==> images/m3.png <==
Scale bar: 50 µm.
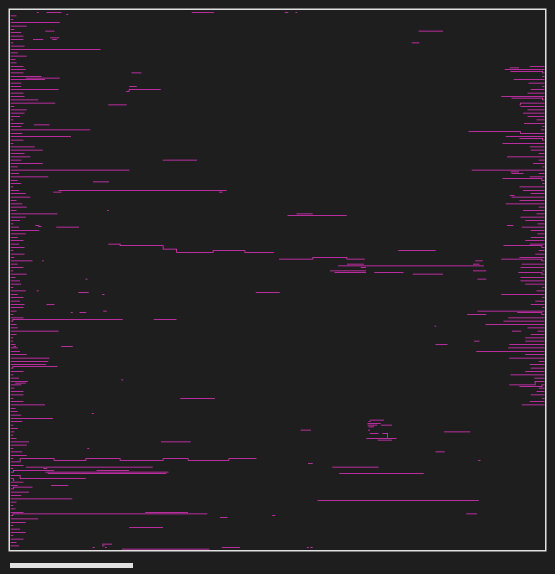
==> images/m1.png <==
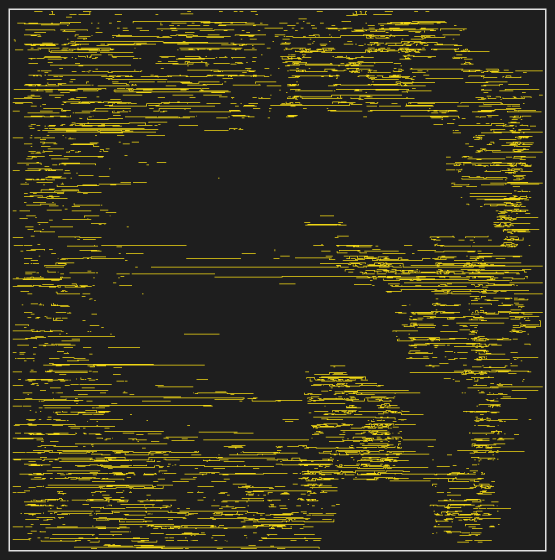
==> config.mk <==
export PLATFORM = sky130hd
export DESIGN_NAME = qa_driver_sreg_sequencer
export DESIGN_NICKNAME = d
export VERILOG_FILES = /design/src/rtl/qa_driver_sreg_sequencer.sv
export SDC_FILE = /design/constraint.sdc
export NUM_CORES = 1
export LEC_CHECK = 0
export CAP_MARGIN = 15
export CORE_AREA = 2 2 215 217
export DETAILED_ROUTE_END_ITERATION = 10
export DIE_AREA = 0 0 217 219
export GPL_TIMING_DRIVEN = 0
export REMOVE_ABC_BUFFERS = 1
export SLEW_MARGIN = 20
export SYNTH_ARGS = -nofsm -noshare
export SYNTH_HDL_FRONTEND = slang
export SYNTH_SLANG_ARGS = --single-unit
==> constraint.sdc <==
create_clock -name clk -period 15.78 [get_ports clk]
set_input_delay 1.578 -clock clk [delete_from_list [all_inputs] [get_ports clk]]
set_output_delay 1.578 -clock clk [all_outputs]
set_load 0.02 [all_outputs]
==> notes.md <==
Numbers from the implementation run.

The final worst slack is 9.04 ns. The routed design shows a wire length per standard cell of 18.7 µm. The number of synthesized flops with an enable pin is approximately 73. The type of the tightest min-delay check is reg -> reg. The net total in the final layout is 1,884. The flip-flop and latch count after synthesis is 139. Cell internal power was estimated by the tool at 846 µW.

Per the final report, the share of cell area in clock cells is 0.0336. The floorplan row count is 78. The total negative slack is 0 ns. The most common flop cell mapped by yosys is sky130_fd_sc_hd__edfxtp_1.

TritonCTS built the clock tree. The depth of the most critical reg-to-reg path is 10. Entering global routing, the biggest net connects 70 pins. The multi-input combinational cells in the finished layout cover a total of 6060 µm². Walking the critical path from launch to capture passes 9 cell instances. The clock H-tree reported by CTS has 4 levels. Between the synthesized netlist and the finished layout, the area growth was recorded as 66.8%.

Signal nets in the final route climb as high as met5. After clock tree synthesis, the clock-pin slew on the worst setup and hold paths is 0.06 ns. The XOR/XNOR share of the synthesized area is 0.0831. Detailed placement ended at an HPWL of 33,200 µm. The first global-routing pass estimated 58,100 µm of wire. Setup repair after global routing left no endpoint under its margin.

The library cells used most frequently in the layout, excluding fill and tap cells, are 536 x sky130_fd_sc_hd__clkdlybuf4s50_1, 124 x sky130_fd_sc_hd__and2_1, 110 x sky130_fd_sc_hd__nor2_1. The maximum fanout along the worst path is 15. Among logic cells in the layout, the one with the most instances is sky130_fd_sc_hd__clkdlybuf4s50_1. The detailed-route wire length on metal 1 is about 15,000 µm. The cell type with the largest total area after synthesis is sky130_fd_sc_hd__edfxtp_1.

The critical path buffer and inverter count is 2. The global placement routability congestion is around 0.87. The slew at the pin closest to its max-slew limit is a little under 0.9 ns. The skew report gives the latency at the later pin of the worst-skew pair as 0.45 ns. The max-cap violation count is 0. The total die size is 47,500 µm².

The clock network consumes a total of 400 µW. The power report puts the net switching power at 364 µW. The number of global-route vias before repair is around 9,600. The fraction of the mapped netlist area in compound gates is 0.0481. The number of resized instances in the post-cts repair step is 0. Of the total power, combinational logic draws 0.316. Before any placement, the netlist area is recorded as 10,000 µm².

After synthesis, the most frequently instantiated cells are 124 x sky130_fd_sc_hd__and2_1, 110 x sky130_fd_sc_hd__nor2_1, 73 x sky130_fd_sc_hd__edfxtp_1. The sequential cell power is between 400 and 500 µW. After routing the design area is 16,700 µm².

In this run, placement finished with an instance count of 2,119. The number of well taps is 600. The biggest cell delay along the critical path is approximately 0.64 ns.

Buffers added to address setup during post-CTS repair amount to 0. By area, the combinational part of the netlist is dominated by simple AND/OR/NAND/NOR gates. The leakage power figure is 0.00562 µW.

The cell sitting at the root of the clock tree is a sky130_fd_sc_hd__clkbuf_16. The final layout report lists a clock buffer count of 17. Per the post-synthesis report, the number of cells in the design is 1,033. The share of the final layout cell area in sequential cells is 0.210. The final period demand of the worst path is between 6 and 7 ns. The warning tally printed by Yosys for this design is 0. Per STA, the worst path is made up of clkdlybuf4s50_1 > ha_1 > and2_1 > nand4_4 > nor4_4 > nand4_2 > or3_1 > a21oi_1 > clkdlybuf4s50_1.

The worst setup path is launched from an input port. The average cell area after synthesis is 9.69 µm². The cell area power density is approximately 72 nW/µm². Once layout is complete, the utilization of the core stands at 0.370. The final tally of setup violations is 0. The post-placement cell area is 16,100 µm². The total global routing overflow is 0. The sequential standard cell area is 3510 µm². The endpoint required time on the critical path is 14.20 ns.

In the routed design, unresolved DRC markers number 0. For reference, the mux area share after synthesis is 0.154. The share of final layout cell area taken by non-clock buffers is 0.341.

The number of sinks on the clock net is 139. The floorplan step set the die width to 217 µm. The slowest stage of the critical path is the sky130_fd_sc_hd__clkdlybuf4s50_1 cell. For this run, the script counts the antenna cells in the layout as 7. The area reported by Yosys stat is 10,000 µm². In the detailed route, the total length drawn on met2 is 20,800 µm. The part of the Yosys area used for sequential elements is 0.351.

The vias per cell is about 4.5. For this run, the total global-route usage over all layers was measured as 0.164. The cell family contributing the most delay on the critical path is simple AND/OR/NAND/NOR gates. The share of the final layout cell area in multi-input gates is 0.363. Of the total power, registers draw 0.353. Checking max transition, the worst relative margin is 0.415. The OpenROAD warning count is 29. The switching share of power is 0.301. The biggest area consumer among cell classes is multi-input combinational cells.

The vertical die dimension is 219 µm. The register-to-register setup slack is 12.30 ns. The sequential cell count of the final layout is roughly 140. The number of antenna violations at the first check in global routing is 13. The worst ir drop on vdd is 56.5 µV. Prior to clock tree synthesis, the placed netlist has a worst setup slack of 9.00 ns.

The layout filler cell count is 4,538. In the hold timing report, the worst path depth is 2. The final hold violation count recorded for this run is 0. The flow ran to the end, and the final reports show no timing, DRC or antenna violations. The overall power after layout is 1210 µW. Among the stages of the critical path, the cell type that occurs most often is sky130_fd_sc_hd__clkdlybuf4s50_1. Synthesis instantiated 53 different standard cells from the library. The final-report max-slew violation count is 0. The arrival time at the worst endpoint is 5.17 ns. The cell with the most instances after synthesis is sky130_fd_sc_hd__and2_1.

The met3 wire length is 3080 µm.
-- m3.png (at the start) --
wire length on this layer: 3,080 µm
share of all routed wire: 7.6%
met3 usage: 0.0448
routed via count: 9,687

-- m1.png (at the start) --
longest straight run: 99.4 µm
wire length on this layer: 14,600 µm
main direction: horizontal
Routed WL: 40,400 µm
grt met1 use: 0.174

No activity file was given, so power comes from the tool's default toggle rates.
